### config.mk
export PLATFORM = sky130hd
export DESIGN_NAME = td4_prog_loader
export DESIGN_NICKNAME = d
export VERILOG_FILES = /design/src/rtl/td4_prog_loader.sv
export SDC_FILE = /design/constraint.sdc
export NUM_CORES = 1
export LEC_CHECK = 0
export ABC_AREA = 1
export CAP_MARGIN = 40
export CORE_UTILIZATION = 50
export CTS_BUF_LIST = sky130_fd_sc_hd__clkbuf_2 sky130_fd_sc_hd__clkbuf_4 sky130_fd_sc_hd__clkbuf_8
export DETAILED_ROUTE_END_ITERATION = 10
export GPL_TIMING_DRIVEN = 0
export PLACE_DENSITY = 0.69
export SLEW_MARGIN = 20
export SYNTH_ARGS = -nofsm -noshare
export SYNTH_HDL_FRONTEND = slang
export SYNTH_SLANG_ARGS = --single-unit
### constraint.sdc
create_clock -name clock -period 2.3 [get_ports clock]
set_input_delay 0.46 -clock clock [delete_from_list [all_inputs] [get_ports clock]]
set_output_delay 0.46 -clock clock [all_outputs]
set_load 0.03 [all_outputs]
### src/rtl/td4_prog_loader.sv
// td4_prog_loader: UART loader that fills the TD4 16x8 program memory and holds the CPU in reset meanwhile
//
// Ports:
//   clock     system clock
//   reset     synchronous active-high reset
//   rx        UART serial in (8N1, LSB first, idle high), asynchronous to clock
//   load_req  one-cycle pulse that starts or restarts a load
//   wr_en     program-memory write strobe, one cycle per byte
//   wr_addr   program-memory write address, holds last written value
//   wr_data   program-memory write data {Imm,OP}, holds last written value
//   cpu_hold  high while the CPU must stay in reset
//   busy      high while loading
//   done      one-cycle pulse on successful completion
//   err       sticky error flag (frame error, timeout, checksum mismatch)
//
// Optional feature macro: TD4_LOADER_CHECKSUM_EN
//   When defined, a 17th byte equal to the mod-256 sum of the image must follow
//   the 16 image bytes; it is never written to memory.
module td4_prog_loader #(
    parameter int CLKS_PER_BIT   = 434,
    parameter int TIMEOUT_CYCLES = 5000000
) (
    input  logic       clock,
    input  logic       reset,
    input  logic       rx,
    input  logic       load_req,
    output logic       wr_en,
    output logic [3:0] wr_addr,
    output logic [7:0] wr_data,
    output logic       cpu_hold,
    output logic       busy,
    output logic       done,
    output logic       err
);
    localparam int CW = $clog2(CLKS_PER_BIT);
    localparam int TW = $clog2(TIMEOUT_CYCLES + 1);
    localparam logic [CW-1:0] HALF_M1 = CW'(CLKS_PER_BIT / 2 - 1);
    localparam logic [CW-1:0] FULL_M1 = CW'(CLKS_PER_BIT - 1);
    localparam logic [TW-1:0] TIMEOUT_MAX = TW'(TIMEOUT_CYCLES);

    typedef enum logic [1:0] {RX_IDLE, RX_START, RX_DATA, RX_STOP} rx_state_t;
    typedef enum logic [1:0] {IDLE, LOAD, ERROR} ld_state_t;

    logic          rx_meta;
    logic          rx_sync;
    rx_state_t     rx_state;
    logic [CW-1:0] bit_cnt;
    logic [2:0]    bit_idx;
    logic [7:0]    shift;
    logic          stop_tick;
    logic          byte_valid;
    logic          frame_err;
    ld_state_t     state;
    logic [4:0]    count;
    logic [TW-1:0] idle_cnt;
    logic          finish;
`ifdef TD4_LOADER_CHECKSUM_EN
    logic [7:0]    sum;
`endif

    // two-flop synchroniser, idles high so reset cannot fake a start bit
    always_ff @(posedge clock) begin
        if (reset) begin
            rx_meta <= 1'b1;
            rx_sync <= 1'b1;
        end else begin
            rx_meta <= rx;
            rx_sync <= rx_meta;
        end
    end

    // byte_valid/frame_err are combinational on the stop-sample cycle so the
    // loader registers the write on that same edge (one clock to wr_en)
    assign stop_tick  = (rx_state == RX_STOP) && (bit_cnt == FULL_M1);
    assign byte_valid = stop_tick && rx_sync;
    assign frame_err  = stop_tick && !rx_sync;

    always_ff @(posedge clock) begin
        if (reset) begin
            rx_state <= RX_IDLE;
            bit_cnt  <= '0;
            bit_idx  <= '0;
            shift    <= '0;
        end else begin
            case (rx_state)
                RX_IDLE: begin
                    bit_cnt <= '0;
                    if (!rx_sync) rx_state <= RX_START;
                end
                RX_START: begin
                    if (bit_cnt == HALF_M1) begin
                        bit_cnt  <= '0;
                        bit_idx  <= '0;
                        rx_state <= rx_sync ? RX_IDLE : RX_DATA;
                    end else begin
                        bit_cnt <= bit_cnt + CW'(1);
                    end
                end
                RX_DATA: begin
                    if (bit_cnt == FULL_M1) begin
                        bit_cnt <= '0;
                        shift   <= {rx_sync, shift[7:1]};
                        bit_idx <= bit_idx + 3'd1;
                        if (bit_idx == 3'd7) rx_state <= RX_STOP;
                    end else begin
                        bit_cnt <= bit_cnt + CW'(1);
                    end
                end
                RX_STOP: begin
                    if (bit_cnt == FULL_M1) begin
                        bit_cnt  <= '0;
                        rx_state <= RX_IDLE;
                    end else begin
                        bit_cnt <= bit_cnt + CW'(1);
                    end
                end
                default: rx_state <= RX_IDLE;
            endcase
        end
    end

    // loader; finish marks the last accepted byte so release happens one cycle later
    always_ff @(posedge clock) begin
        if (reset) begin
            state    <= IDLE;
            count    <= '0;
            idle_cnt <= '0;
            finish   <= 1'b0;
            wr_en    <= 1'b0;
            wr_addr  <= '0;
            wr_data  <= '0;
            cpu_hold <= 1'b0;
            busy     <= 1'b0;
            done     <= 1'b0;
            err      <= 1'b0;
`ifdef TD4_LOADER_CHECKSUM_EN
            sum      <= '0;
`endif
        end else begin
            wr_en <= 1'b0;
            done  <= 1'b0;
            if (load_req) begin
                state    <= LOAD;
                count    <= '0;
                idle_cnt <= '0;
                finish   <= 1'b0;
                cpu_hold <= 1'b1;
                busy     <= 1'b1;
                err      <= 1'b0;
`ifdef TD4_LOADER_CHECKSUM_EN
                sum      <= '0;
`endif
            end else if (state == LOAD) begin
                if (finish) begin
                    finish   <= 1'b0;
                    done     <= 1'b1;
                    cpu_hold <= 1'b0;
                    busy     <= 1'b0;
                    state    <= IDLE;
                end else if (frame_err || idle_cnt == TIMEOUT_MAX) begin
                    state <= ERROR;
                    err   <= 1'b1;
                    busy  <= 1'b0;
                end else if (byte_valid) begin
                    idle_cnt <= '0;
`ifdef TD4_LOADER_CHECKSUM_EN
                    if (count[4]) begin
                        if (shift == sum) begin
                            finish <= 1'b1;
                        end else begin
                            state <= ERROR;
                            err   <= 1'b1;
                            busy  <= 1'b0;
                        end
                    end else begin
                        wr_en   <= 1'b1;
                        wr_addr <= count[3:0];
                        wr_data <= shift;
                        count   <= count + 5'd1;
                        sum     <= sum + shift;
                    end
`else
                    wr_en   <= 1'b1;
                    wr_addr <= count[3:0];
                    wr_data <= shift;
                    count   <= count + 5'd1;
                    finish  <= (count == 5'd15);
`endif
                end else begin
                    idle_cnt <= idle_cnt + TW'(1);
                end
            end
        end
    end
endmodule

==> impl_metrics.env, run 1 <==
# yosys + openroad results
export IMPL_crit_chain="inv_1, ha_1, nand2_1, inv_1, nand2_1, nor2_1, nand3_1, nand3_1, inv_1, buf_2, nand3_1, a21oi_1"
export IMPL_numSynthFlops=71
export IMPL_final_cell_mix="nand2_1 (148), nor2_1 (96), dfxtp_1 (71)"
export IMPL_drt_iter0_drc=103
export IMPL_top_cell="nand2_1"
export IMPL_power_internal_uw=1770
export IMPL_outcome="finished, final reports clean"
export IMPL_path_class="register to register"
export IMPL_seq_share=0.349
export IMPL_synthTopCellsByCount="nand2_1 (148), nor2_1 (97), dfxtp_1 (71), inv_1 (67), a21oi_1 (35)"
export IMPL_r2r_start="idle_cnt[0]"
export IMPL_crit_path_end_kind="register"
export IMPL_post_route_cells_drive_above_1_share=0.0627
export IMPL_die_width_um=86.3
export IMPL_dr_max_layer_used="met4"
export IMPL_wl_per_cell_um=11.5
export IMPL_path_depth=12
export IMPL_dp_hpwl_um=5650
export IMPL_rrSetupSlack_ps=300
export IMPL_worst_slack_ps=297
export IMPL_busiest_layer="met2"
export IMPL_period_used=0.871
export IMPL_p_total_uw=2360
export IMPL_ant_nets=0
export IMPL_comb_area_frac=0.445
export IMPL_ys_sh_aoi=0.0909
export IMPL_pg_seq_uw=1240
export IMPL_core_um2=6830
export IMPL_ys_warn_count=0
export IMPL_maxCapViolations=0
export IMPL_viasPerCell=4.86
export IMPL_syn_to_final_growth_pct=14.6
export IMPL_cp_max_fo=10
export IMPL_tap_cells=96
export IMPL_reg_largest_list="idle_cnt (23), bit_cnt (9)"
export IMPL_grt_pass1_vias=3156
export IMPL_r2r_end="idle_cnt[5]"
export IMPL_p_comb_uw=98.6
export IMPL_drc_errors=0
export IMPL_grt_max_degree=14
export IMPL_critPathArrivalTime_ps=2280
export IMPL_setup_violations=0
export IMPL_p_sw_frac=0.251
export IMPL_dominant_cells="multi-input combinational cells"
export IMPL_crit_slowest_cell="dfxtp_1"
export IMPL_yosysTopAreaCell="dfxtp_1"
export IMPL_largest_register_ffs=23
export IMPL_fin_util=0.596
export IMPL_buf_share=0.0630
export IMPL_met2RoutedLength_um=3700
export IMPL_critPathMaxStageDelay_ps=370
export IMPL_nNetsFinal=582
export IMPL_final_clk_cell_share=0.0482
export IMPL_synth_area_top_cells="dfxtp_1 (40%), nand2_1 (16%), nor2_1 (10%), inv_1 (7.1%), a21oi_1 (4.9%)"
export IMPL_comb_power_share=0.042
export IMPL_preCtsSetupSlack_ps=127
export IMPL_rows=30
export IMPL_wl_met1_um=3550
export IMPL_finalHoldViolCount=0
export IMPL_synth_xor_area_share=0.0247
export IMPL_whs_ps=411
export IMPL_ys_seq_share=0.400
export IMPL_min_from="rx_meta"
export IMPL_port_buffers=20
export IMPL_min_period_ps=2000
export IMPL_yosys_most_used_dff="dfxtp_1"
export IMPL_relSlewSlack=0.663
export IMPL_yosys_stat_chipArea_um2=3550
export IMPL_required_ps=2580
export IMPL_root_buffer="clkbuf_8"
export IMPL_edf_count=0
export IMPL_p_sw_uw=593
export IMPL_mostFrequentLayoutCell="nand2_1"
export IMPL_place_area_um2=3870
export IMPL_ir_worst_vdd_mv=0.439
export IMPL_syn_area_um2=3550
export IMPL_nNonClkBuffers=31
export IMPL_use_met1=0.291
export IMPL_cts_resized=0
export IMPL_use_met2=0.397
export IMPL_dieArea_um2=7450
export IMPL_p_leak_uw=0.00168
export IMPL_ys_cells=538
export IMPL_power_frac_seq=0.527
export IMPL_ctsHoldBuffers=0
export IMPL_clkSlewWorstSetupHoldPaths_ps=80
export IMPL_fmax_ghz=0.499
export IMPL_rsz0062_at_grt="no"
export IMPL_final_setup_tns_ps=0
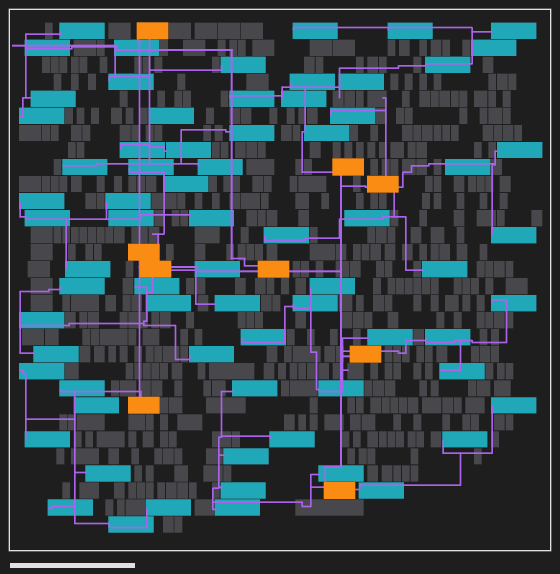
(run_1/clock_map.png)
Bar = 20 um.
legend:
  orange:
    item: cells driving clock nets
    count: 9
  cyan:
    item: flip-flops
    count: 71
  purple:
    item: clock wires
    length: 1010 um
flops lie: spread over the die
routed clock nets: 10
Worst Clk Skew: 9.86 ps
clock group share of total power: 0.431
Late-Pin Clk Latency: 350 ps
P_clk: 1020 uW

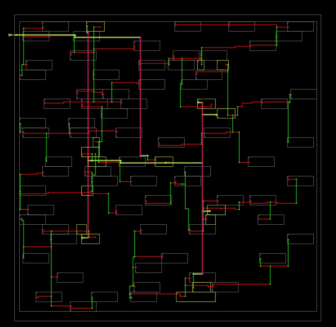
(run_1/final_clocks.png)
CTS Buf Count: 9
flop count: 71
Clock Buffer Count: 9

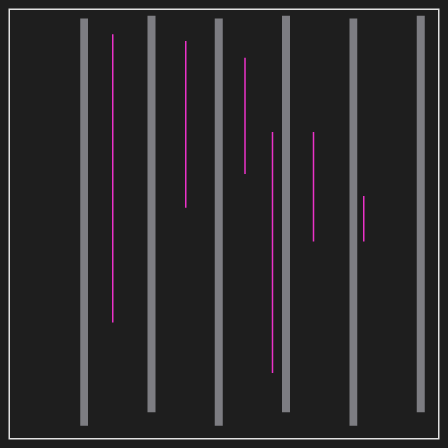
(run_1/met4.png)
Supply wires on this layer in grey.
longest straight run: 57.8 um
nets with wire on the layer: 5
wire length on this layer: 193 um
share of all routed wire: 2.5%
wirelength, routed: 7730 um
Vias: 3258

## Run 2: what changed since run 1
--- a/config.mk
+++ b/config.mk
@@ -12,6 +12,7 @@
 export DETAILED_ROUTE_END_ITERATION = 10
 export GPL_TIMING_DRIVEN = 0
 export PLACE_DENSITY = 0.69
+export SKIP_CTS_REPAIR_TIMING = 1
 export SLEW_MARGIN = 20
 export SYNTH_ARGS = -nofsm -noshare
 export SYNTH_HDL_FRONTEND = slang
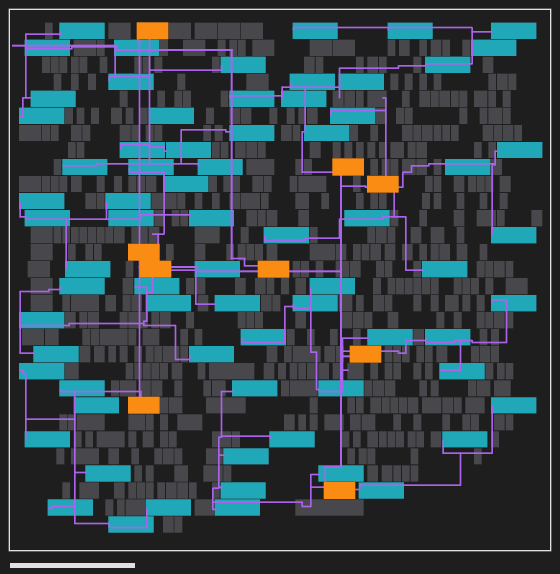
(run_2/clock_map.png)
Bar = 20 um.
legend:
  purple:
    item: clock wires
    length: 1010 um
  cyan:
    item: flip-flops
    count: 71
  orange:
    item: cells driving clock nets
    count: 9
routed clock nets: 10
flops lie: spread over the die

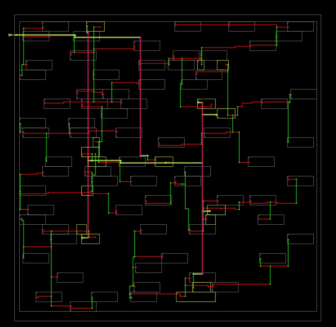
(run_2/final_clocks.png)
clock sink count: 71

==> run 2 against run 1 <==
Net effect: synthesized cell count is the same; hold slack is the same; sequential power is essentially flat; critical path depth is the same; power is the same; die area is the same; design area is the same; largest cell class unchanged; register-to-register slack is essentially flat; non-clock buffer count is the same.
==> impl_metrics.env, run 2 <==
# yosys + openroad results
export IMPL_dieArea_um2=7450
export IMPL_grt_max_degree=14
export IMPL_p_clk_uw=1020
export IMPL_min_from="rx_meta"
export IMPL_seq_share=0.349
export IMPL_nNonClkBuffers=31
export IMPL_fin_worst_skew_ps=9.86
export IMPL_syn_area_um2=3550
export IMPL_clkPwrFrac=0.431
export IMPL_syn_inst=538
export IMPL_dp_hpwl_um=5650
export IMPL_p_sw_uw=593
export IMPL_preCtsSetupSlack_ps=127
export IMPL_path_class="register to register"
export IMPL_root_buffer="clkbuf_8"
export IMPL_dominant_cells="multi-input combinational cells"
export IMPL_synthTopCellsByCount="nand2_1 (148), nor2_1 (97), dfxtp_1 (71), inv_1 (67), a21oi_1 (35)"
export IMPL_met2RoutedLength_um=3700
export IMPL_r2r_end="idle_cnt[5]"
export IMPL_p_leak_uw=0.00168
export IMPL_outcome="finished, final reports clean"
export IMPL_post_route_cells_drive_above_1_share=0.0627
export IMPL_core_um2=6830
export IMPL_top_cell="nand2_1"
export IMPL_ys_async_sr_fraction=0
export IMPL_insertion_delay_ps=350
export IMPL_path_depth=12
export IMPL_yosys_most_used_dff="dfxtp_1"
export IMPL_start_kind="register"
export IMPL_port_buffers=20
export IMPL_tap_cells=96
export IMPL_final_cell_mix="nand2_1 (148), nor2_1 (96), dfxtp_1 (71)"
export IMPL_comb_area_frac=0.445
export IMPL_nClkBuffers=9
export IMPL_rsz0062_at_grt="no"
export IMPL_whs_ps=411
export IMPL_yosys_stat_chipArea_um2=3550
export IMPL_mostFrequentLayoutCell="nand2_1"
export IMPL_viasPerCell=4.86
export IMPL_synth_xor_area_share=0.0247
export IMPL_yosysTopAreaCell="dfxtp_1"
export IMPL_critPathArrivalTime_ps=2280
export IMPL_ir_worst_vdd_mv=0.439
export IMPL_die_width_um=86.3
export IMPL_vias=3258
export IMPL_rrSetupSlack_ps=300
export IMPL_busiest_layer="met2"
export IMPL_ys_warn_count=0
export IMPL_wl_per_cell_um=11.5
export IMPL_cp_max_fo=10
export IMPL_critPathMaxStageDelay_ps=370
export IMPL_clkSlewWorstSetupHoldPaths_ps=80
export IMPL_drt_iter0_drc=103
export IMPL_syn_to_final_growth_pct=14.6
export IMPL_use_met2=0.397
export IMPL_fmax_ghz=0.499
export IMPL_wl_met1_um=3550
export IMPL_drc_errors=0
export IMPL_power_internal_uw=1770
export IMPL_required_ps=2580
export IMPL_comb_power_share=0.042
export IMPL_min_period_ps=2000
export IMPL_ant_nets=0
export IMPL_final_setup_tns_ps=0
export IMPL_ys_sh_aoi=0.0909
export IMPL_p_sw_frac=0.251
export IMPL_ys_cells=538
export IMPL_final_clk_cell_share=0.0482
export IMPL_period_used=0.871
export IMPL_fin_util=0.596
export IMPL_numSynthFlops=71
export IMPL_place_area_um2=3870
export IMPL_grt_pass1_vias=3156
export IMPL_synth_area_top_cells="dfxtp_1 (40%), nand2_1 (16%), nor2_1 (10%), inv_1 (7.1%), a21oi_1 (4.9%)"
export IMPL_setup_violations=0
export IMPL_rows=30
export IMPL_worst_slack_ps=297
export IMPL_pg_seq_uw=1240
export IMPL_relSlewSlack=0.663
export IMPL_totalWireLength_um=7730
export IMPL_crit_chain="inv_1, ha_1, nand2_1, inv_1, nand2_1, nor2_1, nand3_1, nand3_1, inv_1, buf_2, nand3_1, a21oi_1"
export IMPL_dr_max_layer_used="met4"
export IMPL_largest_register_ffs=23
==> run_2/registers.png <==
Other sequential cells in the stronger grey, the rest of the logic in the fainter grey.
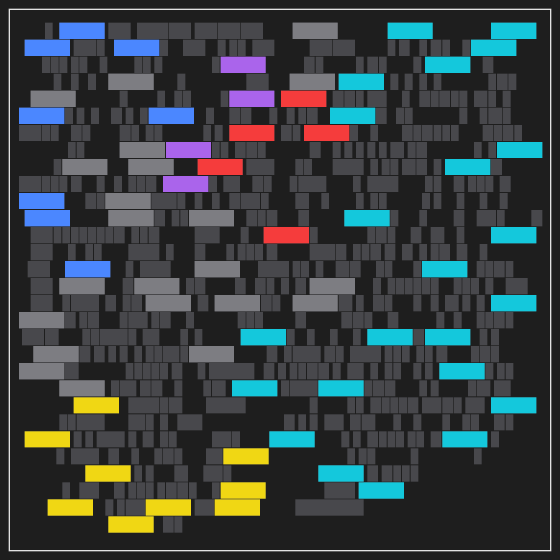

## Run 3: what changed since run 2
--- a/config.mk
+++ b/config.mk
@@ -7,11 +7,14 @@
 export LEC_CHECK = 0
 export ABC_AREA = 1
 export CAP_MARGIN = 40
-export CORE_UTILIZATION = 50
+export CELL_PAD_IN_SITES_DETAIL_PLACEMENT = 1
+export CELL_PAD_IN_SITES_GLOBAL_PLACEMENT = 2
+export CORE_ASPECT_RATIO = 0.5
+export CORE_UTILIZATION = 34
 export CTS_BUF_LIST = sky130_fd_sc_hd__clkbuf_2 sky130_fd_sc_hd__clkbuf_4 sky130_fd_sc_hd__clkbuf_8
 export DETAILED_ROUTE_END_ITERATION = 10
 export GPL_TIMING_DRIVEN = 0
-export PLACE_DENSITY = 0.69
+export PLACE_DENSITY_LB_ADDON = 0.1
 export SKIP_CTS_REPAIR_TIMING = 1
 export SLEW_MARGIN = 20
 export SYNTH_ARGS = -nofsm -noshare
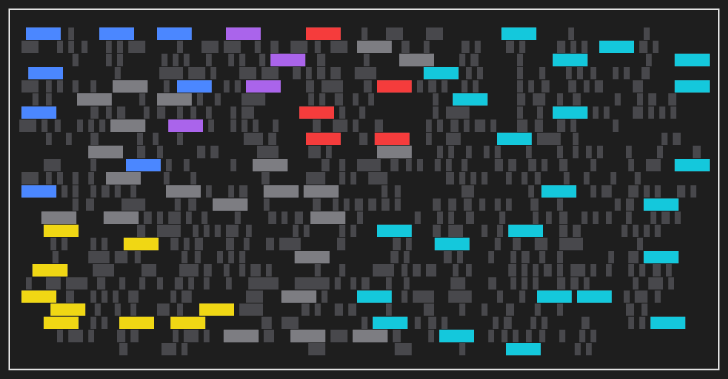
(run_3/registers.png)
Other sequential cells in the stronger grey, the rest of the logic in the fainter grey.
legend:
  red:
    netlist_name: `count`
    sequential_cells: 5
  yellow:
    netlist_name: `bit_cnt`
    sequential_cells: 9
    where: south-west
  cyan:
    netlist_name: `idle_cnt`
    sequential_cells: 23
  purple:
    netlist_name: `wr_addr`
    sequential_cells: 4
  blue:
    netlist_name: `wr_data`
    sequential_cells: 8
    where: north-west
not coloured: 22
Seq area share: 0.346
Seq. cell area: 1420 um2

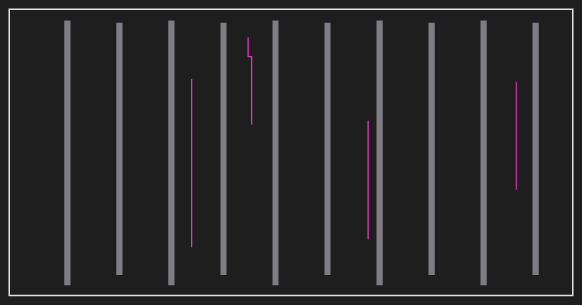
(run_3/met4.png)
Supply wires on this layer in grey.
share of all routed wire: 1.4%
longest straight run: 43.5 um
wire length on this layer: 125 um
nets with wire on the layer: 3
wirelength, routed: 9260 um
Vias: 3286

==> run 3 against run 2 <==
Net effect: design area rose by 0.98%; critical path depth grew 1; via count is 0.86% higher; routed wire length increased by 20%; first-iteration DRC count is 14% higher; maximum frequency grew 0.66%; combinational power rose by 5%; synthesized area stayed put; hold slack improved by 6.4 ps; non-clock buffer count rose by 1; critical path type unchanged.
==> impl_metrics.env, run 3 <==
# yosys + openroad results
export IMPL_dominant_cells="multi-input combinational cells"
export IMPL_outcome="finished, final reports clean"
export IMPL_final_clk_cell_share=0.0444
export IMPL_r2r_start="idle_cnt[0]"
export IMPL_maxCapViolations=0
export IMPL_crit_path_end_kind="register"
export IMPL_min_from="rx_meta"
export IMPL_rows=25
export IMPL_path_class="register to register"
export IMPL_setup_violations=0
export IMPL_wl_per_cell_um=13.0
export IMPL_min_period_ps=1990
export IMPL_core_um2=9790
export IMPL_tap_cells=135
export IMPL_root_buffer="clkbuf_8"
export IMPL_start_kind="register"
export IMPL_syn_inst=538
export IMPL_p_comb_uw=104
export IMPL_nClkBuffers=10
export IMPL_place_area_um2=3920
export IMPL_largest_register_ffs=23
export IMPL_reg_largest_list="idle_cnt (23), bit_cnt (9)"
export IMPL_synth_xor_area_share=0.0247
export IMPL_mostFrequentLayoutCell="nand2_1"
export IMPL_fin_util=0.420
export IMPL_pg_seq_uw=1240
export IMPL_yosys_most_used_dff="dfxtp_1"
export IMPL_final_cell_mix="nand2_1 (148), nor2_1 (97), dfxtp_1 (71)"
export IMPL_worst_slack_ps=310
export IMPL_drt_iter0_drc=117
export IMPL_ys_async_sr_fraction=0
export IMPL_critPathArrivalTime_ps=2260
export IMPL_yosys_stat_chipArea_um2=3550
export IMPL_syn_to_final_growth_pct=15.7
export IMPL_path_depth=13
export IMPL_use_met2=0.310
export IMPL_p_clk_uw=942
export IMPL_dieArea_um2=10900
export IMPL_p_sw_frac=0.261
export IMPL_ys_seq_share=0.400
export IMPL_ant_nets=0
export IMPL_wl_met1_um=4690
export IMPL_dp_hpwl_um=6890
export IMPL_syn_area_um2=3550
export IMPL_clkSlewWorstSetupHoldPaths_ps=80
export IMPL_dr_max_layer_used="met4"
export IMPL_crit_slowest_cell="dfxtp_1"
export IMPL_ir_worst_vdd_mv=0.232
export IMPL_die_width_um=147
export IMPL_whs_ps=417
export IMPL_critPathMaxStageDelay_ps=390
export IMPL_rsz0062_at_grt="no"
export IMPL_synthTopCellsByCount="nand2_1 (148), nor2_1 (97), dfxtp_1 (71), inv_1 (67), a21oi_1 (35)"
export IMPL_period_used=0.865
export IMPL_power_frac_seq=0.543
export IMPL_post_route_cells_drive_above_1_share=0.0626
export IMPL_required_ps=2570
export IMPL_p_sw_uw=598
export IMPL_r2r_end="idle_cnt[10]"
export IMPL_cts_sinks=71
export IMPL_p_leak_uw=0.00168
export IMPL_numSynthFlops=71
export IMPL_nNetsFinal=583
export IMPL_edf_count=0
export IMPL_ys_sh_aoi=0.0909
export IMPL_final_setup_tns_ps=0
export IMPL_comb_power_share=0.045
export IMPL_top_cell="nand2_1"
export IMPL_busiest_layer="met2"
export IMPL_insertion_delay_ps=360
export IMPL_relSlewSlack=0.634
export IMPL_power_internal_uw=1690
export IMPL_crit_chain="inv_1, ha_1, nand2_1, inv_1, nand2_1, nor2_1, nand3_1, nand3_1, inv_1, buf_2, nand3_1, nand2_1, nor2_1"
No activity file was given, so power comes from the tool's default toggle rates.
